### Met1 routing

Drawn at 4 px/µm.
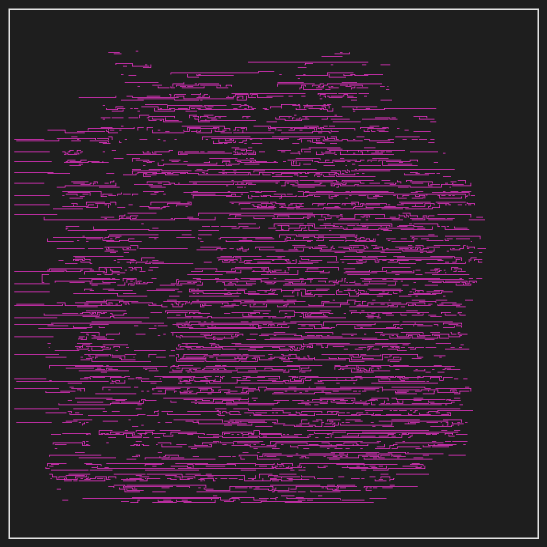
### Cells by drive strength

Drawn at 3 px/µm.
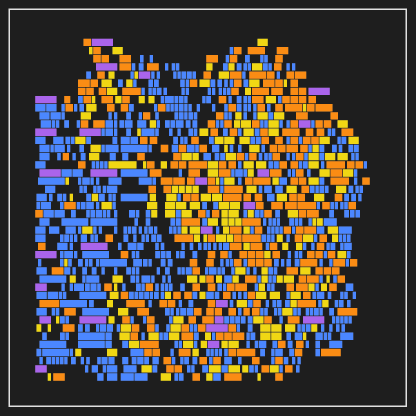
### Close-up of the layout

Region (20, 86) to (45, 111) µm. Cells in grey, sequential cells in the stronger grey; small squares are vias.
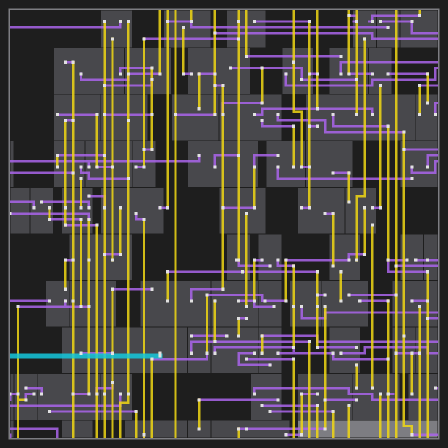
### Placed cells, one colour a class

Drawn at 3 px/µm.
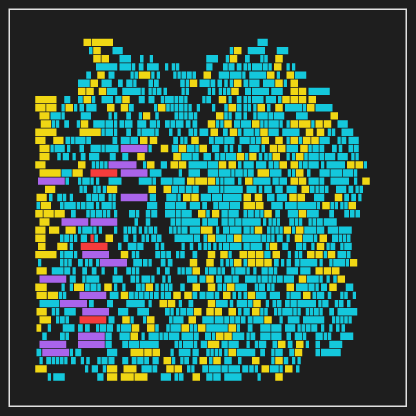
File: src/rtl/alu_issue_sched_if.sv
// Bus bundle between the reservation stations / CDB and the ALU issue scheduler.
// Handshake semantics: the scheduler's grant to FU f is a one-cycle combinational pulse
// (grant_valid[f] with grant_idx slice f). The requester must drop req_valid[i] on the
// cycle after entry i is granted; an ungranted request simply stays asserted. A finished
// result is offered on fu_result_valid[f] / fu_tag slice f and held until cdb_ready[f]
// is seen high on a clock edge. squash flushes everything on the next edge.
// The master modport is the RS/CDB side; the slave modport is the scheduler.
interface alu_issue_sched_if #(
  parameter int NUM_REQ = 8,
  parameter int NUM_FU  = 2,
  parameter int IDX_W   = $clog2(NUM_REQ)
);
  logic                    squash;
  logic [NUM_REQ-1:0]      req_valid;
  logic [NUM_REQ-1:0]      req_is_mul;
  logic [NUM_FU-1:0]       cdb_ready;
  logic [NUM_FU-1:0]       grant_valid;
  logic [NUM_FU*IDX_W-1:0] grant_idx;
  logic [NUM_FU-1:0]       fu_busy;
  logic [NUM_FU-1:0]       fu_result_valid;
  logic [NUM_FU*IDX_W-1:0] fu_tag;
  // Debug visibility of the per-FU state machines and the round-robin pointer.
  logic [NUM_FU*2-1:0]     fu_state_dbg;
  logic [IDX_W-1:0]        rr_ptr_dbg;

  modport master (
    output squash, req_valid, req_is_mul, cdb_ready,
    input  grant_valid, grant_idx, fu_busy, fu_result_valid, fu_tag,
    input  fu_state_dbg, rr_ptr_dbg
  );

  modport slave (
    input  squash, req_valid, req_is_mul, cdb_ready,
    output grant_valid, grant_idx, fu_busy, fu_result_valid, fu_tag,
    output fu_state_dbg, rr_ptr_dbg
  );
endinterface

File: src/rtl/alu_issue_sched.sv
// ALU issue scheduler: shares NUM_FU ALU functional units among NUM_REQ reservation-station
// entries. Free FUs are filled each cycle, in ascending FU order, with ready entries picked
// round-robin starting at rr_ptr. Each FU runs a small IDLE/EXEC/DONE machine: simple ops
// finish the cycle after issue, multiplies occupy the FU for MUL_LAT cycles, and finished
// results are held in DONE until the CDB accepts them.
module alu_issue_sched #(
  parameter int NUM_REQ = 8,
  parameter int NUM_FU  = 2,
  parameter int MUL_LAT = 4,
  parameter int IDX_W   = $clog2(NUM_REQ)
) (
  input  logic               clock,
  input  logic               reset,
  alu_issue_sched_if.slave   bus
);

  // Counter only needs to hold MUL_LAT-2 (the EXEC cycles beyond the first).
  localparam int CNT_W = (MUL_LAT > 2) ? $clog2(MUL_LAT - 1) : 1;
  localparam logic [CNT_W-1:0] CNT_INIT = CNT_W'(MUL_LAT - 2);

  typedef enum logic [1:0] {
    FU_IDLE = 2'd0,
    FU_EXEC = 2'd1,
    FU_DONE = 2'd2
  } fu_state_e;

  fu_state_e          state_q [NUM_FU];
  logic [CNT_W-1:0]   cnt_q   [NUM_FU];
  logic [IDX_W-1:0]   tag_q   [NUM_FU];
  logic [IDX_W-1:0]   rr_ptr_q;

  logic [NUM_FU-1:0]  fu_free;
  logic [NUM_REQ-1:0] blocked;
  logic [NUM_REQ-1:0] cand;
  logic [NUM_FU-1:0]  gv;
  logic [IDX_W-1:0]   gi [NUM_FU];
  logic               found;
  logic               any_grant;
  logic [IDX_W-1:0]   scan_idx;
  logic [IDX_W-1:0]   last_idx;
  logic [IDX_W-1:0]   rr_next;

  // An FU can take a new op when idle, or when its held result leaves on the CDB this cycle.
  always_comb begin
    fu_free = '0;
    for (int f = 0; f < NUM_FU; f++) begin
      fu_free[f] = (state_q[f] == FU_IDLE) ||
                   ((state_q[f] == FU_DONE) && bus.cdb_ready[f]);
    end
  end

  // Entries still owned by an occupied FU must not be issued a second time.
  always_comb begin
    blocked = '0;
    for (int f = 0; f < NUM_FU; f++) begin
      if (state_q[f] != FU_IDLE) blocked[tag_q[f]] = 1'b1;
    end
  end

  // Round-robin pick: each free FU takes the next eligible entry scanning from rr_ptr.
  always_comb begin
    cand      = bus.req_valid & ~blocked;
    gv        = '0;
    found     = 1'b0;
    any_grant = 1'b0;
    scan_idx  = '0;
    last_idx  = rr_ptr_q;
    for (int f = 0; f < NUM_FU; f++) gi[f] = '0;
    if (!reset && !bus.squash) begin
      for (int f = 0; f < NUM_FU; f++) begin
        found = 1'b0;
        if (fu_free[f]) begin
          for (int k = 0; k < NUM_REQ; k++) begin
            scan_idx = rr_ptr_q + IDX_W'(k);
            if (!found && cand[scan_idx]) begin
              found          = 1'b1;
              gv[f]          = 1'b1;
              gi[f]          = scan_idx;
              cand[scan_idx] = 1'b0;
              last_idx       = scan_idx;
              any_grant      = 1'b1;
            end
          end
        end
      end
    end
    rr_next = any_grant ? (last_idx + IDX_W'(1)) : rr_ptr_q;
  end

  // Per-FU state machines, tags, latency counters and the round-robin pointer.
  always_ff @(posedge clock or posedge reset) begin
    if (reset) begin
      rr_ptr_q <= '0;
      for (int f = 0; f < NUM_FU; f++) begin
        state_q[f] <= FU_IDLE;
        cnt_q[f]   <= '0;
        tag_q[f]   <= '0;
      end
    end else if (bus.squash) begin
      // Flush drops every in-flight or held result; tags are left as-is.
      rr_ptr_q <= '0;
      for (int f = 0; f < NUM_FU; f++) begin
        state_q[f] <= FU_IDLE;
        cnt_q[f]   <= '0;
      end
    end else begin
      rr_ptr_q <= rr_next;
      for (int f = 0; f < NUM_FU; f++) begin
        case (state_q[f])
          FU_IDLE: begin
            if (gv[f]) begin
              tag_q[f] <= gi[f];
              if (bus.req_is_mul[gi[f]]) begin
                state_q[f] <= FU_EXEC;
                cnt_q[f]   <= CNT_INIT;
              end else begin
                state_q[f] <= FU_DONE;
              end
            end
          end
          FU_EXEC: begin
            if (cnt_q[f] != '0) cnt_q[f] <= cnt_q[f] - CNT_W'(1);
            else                state_q[f] <= FU_DONE;
          end
          FU_DONE: begin
            if (bus.cdb_ready[f]) begin
              if (gv[f]) begin
                tag_q[f] <= gi[f];
                if (bus.req_is_mul[gi[f]]) begin
                  state_q[f] <= FU_EXEC;
                  cnt_q[f]   <= CNT_INIT;
                end else begin
                  state_q[f] <= FU_DONE;
                end
              end else begin
                state_q[f] <= FU_IDLE;
              end
            end
          end
          default: state_q[f] <= FU_IDLE;
        endcase
      end
    end
  end

  assign bus.grant_valid = gv;
  assign bus.rr_ptr_dbg  = rr_ptr_q;

  for (genvar f = 0; f < NUM_FU; f++) begin : g_fu_out
    assign bus.grant_idx[f*IDX_W +: IDX_W] = gi[f];
    assign bus.fu_tag[f*IDX_W +: IDX_W]    = tag_q[f];
    assign bus.fu_busy[f]                  = (state_q[f] != FU_IDLE);
    assign bus.fu_result_valid[f]          = (state_q[f] == FU_DONE);
    assign bus.fu_state_dbg[f*2 +: 2]      = state_q[f];
  end

endmodule
File: src/flat_wrapper.sv
// flat-port wrapper written by rule: the top's interface ports become plain ports
module alu_issue_sched_flat 
#(
  parameter int NUM_REQ = 8,
  parameter int NUM_FU  = 2,
  parameter int MUL_LAT = 4,
  parameter int IDX_W   = $clog2(NUM_REQ)
)
  (clock, reset, bus_squash, bus_req_valid, bus_req_is_mul, bus_cdb_ready, bus_grant_valid, bus_grant_idx, bus_fu_busy, bus_fu_result_valid, bus_fu_tag, bus_fu_state_dbg, bus_rr_ptr_dbg);
  alu_issue_sched_if #(.NUM_REQ(NUM_REQ), .NUM_FU(NUM_FU), .IDX_W(IDX_W)) bus_i ();
  input  logic clock;
  input  logic reset;
  input wire logic [$bits(bus_i.squash)-1:0] bus_squash;
  input wire logic [$bits(bus_i.req_valid)-1:0] bus_req_valid;
  input wire logic [$bits(bus_i.req_is_mul)-1:0] bus_req_is_mul;
  input wire logic [$bits(bus_i.cdb_ready)-1:0] bus_cdb_ready;
  output wire logic [$bits(bus_i.grant_valid)-1:0] bus_grant_valid;
  output wire logic [$bits(bus_i.grant_idx)-1:0] bus_grant_idx;
  output wire logic [$bits(bus_i.fu_busy)-1:0] bus_fu_busy;
  output wire logic [$bits(bus_i.fu_result_valid)-1:0] bus_fu_result_valid;
  output wire logic [$bits(bus_i.fu_tag)-1:0] bus_fu_tag;
  output wire logic [$bits(bus_i.fu_state_dbg)-1:0] bus_fu_state_dbg;
  output wire logic [$bits(bus_i.rr_ptr_dbg)-1:0] bus_rr_ptr_dbg;
  assign bus_i.squash = bus_squash;
  assign bus_i.req_valid = bus_req_valid;
  assign bus_i.req_is_mul = bus_req_is_mul;
  assign bus_i.cdb_ready = bus_cdb_ready;
  assign bus_grant_valid = bus_i.grant_valid;
  assign bus_grant_idx = bus_i.grant_idx;
  assign bus_fu_busy = bus_i.fu_busy;
  assign bus_fu_result_valid = bus_i.fu_result_valid;
  assign bus_fu_tag = bus_i.fu_tag;
  assign bus_fu_state_dbg = bus_i.fu_state_dbg;
  assign bus_rr_ptr_dbg = bus_i.rr_ptr_dbg;
  alu_issue_sched #(.NUM_REQ(NUM_REQ), .NUM_FU(NUM_FU), .MUL_LAT(MUL_LAT), .IDX_W(IDX_W)) u_core (.clock(clock), .reset(reset), .bus(bus_i));
endmodule
File: config.mk
export PLATFORM = sky130hd
export DESIGN_NAME = alu_issue_sched_flat
export DESIGN_NICKNAME = d
export VERILOG_FILES = /design/src/rtl/alu_issue_sched_if.sv /design/src/rtl/alu_issue_sched.sv /design/src/flat_wrapper.sv
export SDC_FILE = /design/constraint.sdc
export NUM_CORES = 1
export LEC_CHECK = 0
export ABC_AREA = 1
export CAP_MARGIN = 20
export CORE_MARGIN = 8
export CORE_UTILIZATION = 40
export DETAILED_ROUTE_END_ITERATION = 6
export GPL_ROUTABILITY_DRIVEN = 0
export HOLD_SLACK_MARGIN = 0.02
export SLEW_MARGIN = 20
export SYNTH_ARGS = -nofsm -noshare
export SYNTH_HDL_FRONTEND = slang
export SYNTH_SLANG_ARGS = --single-unit
File: constraint.sdc
create_clock -name clock -period 10.54 [get_ports clock]
set_input_delay 2.108 -clock clock [delete_from_list [all_inputs] [get_ports clock]]
set_output_delay 2.108 -clock clock [all_outputs]
set_load 0.1 [all_outputs]
==> reports/metrics.csv <==
metric,value,unit
worstSkewPairLatency,0.26,ns
fin_hold_ws,0.491,ns
drc,0,
critical_path_class,in -> out,
grt_max_degree,52,
clock_skew,0.00240,ns
fp.dieArea,17400,µm²
common_cells,"261 x nand2_1, 174 x nand3_1, 139 x inv_1",
setup_violations,0,
die_w,132,µm
busiest_layer,met2,
required,8.43,ns
cts_buffer_depth,2,
io_buffers,45,
synth_cell_types,52,
grt_first_pass_wirelength,34300,µm
arrival,8.30,ns
root_buffer,clkbuf_16,
hp-class,reg -> reg,
cap_viol_max_count,0,
synthFlopType,dfrtp_1,
grt-ovfl-total,0,
crit_path_start_kind,primary input,
hold_path_end,u_core.cnt_q[1],
yosys-top-cells-area,"nand2_1 18%, nand3_1 16%, inv_1 9.7%",
rr_startpoint,u_core.bus.rr_ptr_dbg[1],
synthDominantCellAreaShare,0.182,
max_slew.worst_pin.slew,1.00,ns
drive_above_1_share,0.413,
antenna_found_initial,0,
ios,46,
finalSetupTns,0,ns
synth_flops,17,
min-delay-start,u_core.cnt_q[1],
final_cells,1351,
routedWlPerCell,17.0,µm
htreeDepth,1,
max-slew-margin-rel,0.330,
synth_area_leader_cell,nand2_1,
die_h,132,µm
warnings,31,
cts_buffers,3,
synth_stat.cells,950,
synthArstFlopShare,1.00,
yosysWarnings,0,
syn_area,5370,µm²
syn_inst,950,
groute.layer.met3.usage,0.0259,
fmax,96.0,MHz
edf_count,0,
dp_cells,1297,
ys_seq_frac,0.0792,
status,"finished, final reports clean",
hpwl,16500,µm
met2_usage,0.382,
cp_max_fo,8,
synth_top_cell_by_count,nand2_1,
ff2ff_path_depth,62,
cts.sinks,17,
reg2reg_to,u_core.bus.rr_ptr_dbg[2],
insertedDiodeCount,0,
path_common_cell,nand3_2,
dr.pass1.iters,5,
rsz0062_at_grt,yes,
hold_path_depth,2,
reg2reg_slack,2.04,ns
drtIter0Drc,743,
viasPerCell,5.46,
ant_nets,0,
synth_area_per_cell,5.65,µm²
syn_nets,980,
grt.total_usage,0.238,
slowest_delay,0.27,ns
critPathSlowestCell,nor2_4,
fin_nets,1206,
clk_pin_slew,0.05,ns
end_kind,primary output,
period_used_share,0.988,
ys_chip_area,5370,µm²
initial_core_util,0.407,
finalMaxSlewViolations,0,
preCtsSetupSlack,-0.499,ns
finalCriticalPeriod,10.41,ns
post_dp_cell_area,6920,µm²
cts_tree,yes,
grt_pass1_vias,6620,
hold_viol_final,0,
Back to the opening pictures, 'Met1 routing':
main direction: horizontal
nets with wire on the layer: 1,114
wire length on this layer: 9,240 µm
longest straight run: 46.9 µm
grt met1 use: 0.309
DR vias: 7,382
final WL: 23,000 µm

Back to the opening pictures, 'Cells by drive strength':
legend:
  _0 and _1 cells:
    colour: blue
    cells: 690
    share: 59%
  _6 and larger:
    colour: purple
    cells: 25
    share: 2.1%
  _2 cells:
    colour: yellow
    cells: 188
    share: 16%
  _3 and _4 cells:
    colour: orange
    cells: 272
    share: 23%
Layout area overhead: 54.3%
final instance area: 8280 µm²
non-clock buffer count: 244
fin worst setup slack: 0.128 ns

Back to the opening pictures, 'Close-up of the layout':
legend:
  metal 1:
    colour: purple
  metal 3:
    colour: cyan
  metal 2:
    colour: yellow
cells with their middle in the window: 57
sequential cells in the window: 0
most frequent: buf_4 (11), nand2_1 (7), nand3_1 (7)

Back to the opening pictures, 'Placed cells, one colour a class':
legend:
  combinational and other logic:
    colour: cyan
    cells: 910
  clock drivers and dummy loads:
    colour: red
    cells: 4
  sequential cells:
    colour: purple
    cells: 17
  remaining buffers and delay cells:
    colour: yellow
    cells: 244
Core ar.: 13,200 µm²
row count: 42
Seq/total area: 0.0515
final core utilization: 0.628

==> cell usage in the layout (no fill, tap or decap), drive strengths merged, types with 9 or more instances in the layout <==
cell type        n
buf            210
nor2            76
o21ai           50
clkdlybuf4s50   29
nand3          205
inv            157
nand4           17
dfrtp           17
ha               9
a21oi           23
nand2          308
==> sequential cells by signal (all words and copies together) (netlist names) <==
name                     cells
u_core.bus.fu_state_dbg      4
u_core.bus.fu_tag            6
u_core.bus.rr_ptr_dbg        3
u_core.cnt_q                 4
==> cell type report <==
class | instances | area, µm²
inverters | 159 | 617
clock buffers | 4 | 78.8
repair buffers | 244 | 2030
multi-input cells | 751 | 4910
well taps | 176 | 220
flip-flops and latches | 17 | 427
fillers | 1205 | 4910
==> how the worst max path moves through the flow <==
stage	slack (ns)	to	depth (start not counted)	startpoint
global placement	-0.53	bus_grant_idx[5]	57	bus_req_valid[6]
finish	0.13	bus_grant_idx[5]	56	bus_req_valid[6]
CTS	0.0004	bus_grant_idx[5]	57	bus_req_valid[5]
global route	-0.26	bus_grant_idx[5]	56	bus_req_valid[6]
detailed placement	-0.50	bus_grant_idx[5]	55	bus_req_valid[3]
floorplan	0.35	bus_grant_idx[5]	66	u_core.bus.rr_ptr_dbg[0]
==> repair_timing <==
action	4_1_cts	5_1_grt
endpoints found under the setup margin	4	4
gates cloned	5	3
hold buffers	0	0
pin swaps	31	110
setup buffers	13	29
resized	46	180
==> critical path: cells and delay by family <==
| kind | cells | cell delay [ns] |
|---|---|---|
| buffers and inverters | 4 | 0.47 |
| AND/OR/NAND/NOR | 49 | 5.22 |
| AND-OR/OR-AND | 3 | 0.43 |
==> layer usage <==
metal | vias to the layer above | part of all wire
met3 | 81 | 0.090
met1 | 3340 | 0.40
li1 | 3570 | -
met2 | 391 | 0.45
met4 | 0 | 0.054
met5 | - | 0
==> cells by family (layout without fill, tap and decap cells) <==
logic type      after synthesis  after routing  synth area share
compound gates              114            115             0.128
simple gates                618            624             0.590
xor+xnor                      2              2           0.00326
flops                        17             17            0.0792
fa+ha+maj                     9              9            0.0210
mux                           1              1           0.00186
buf+inv                     189            407             0.177
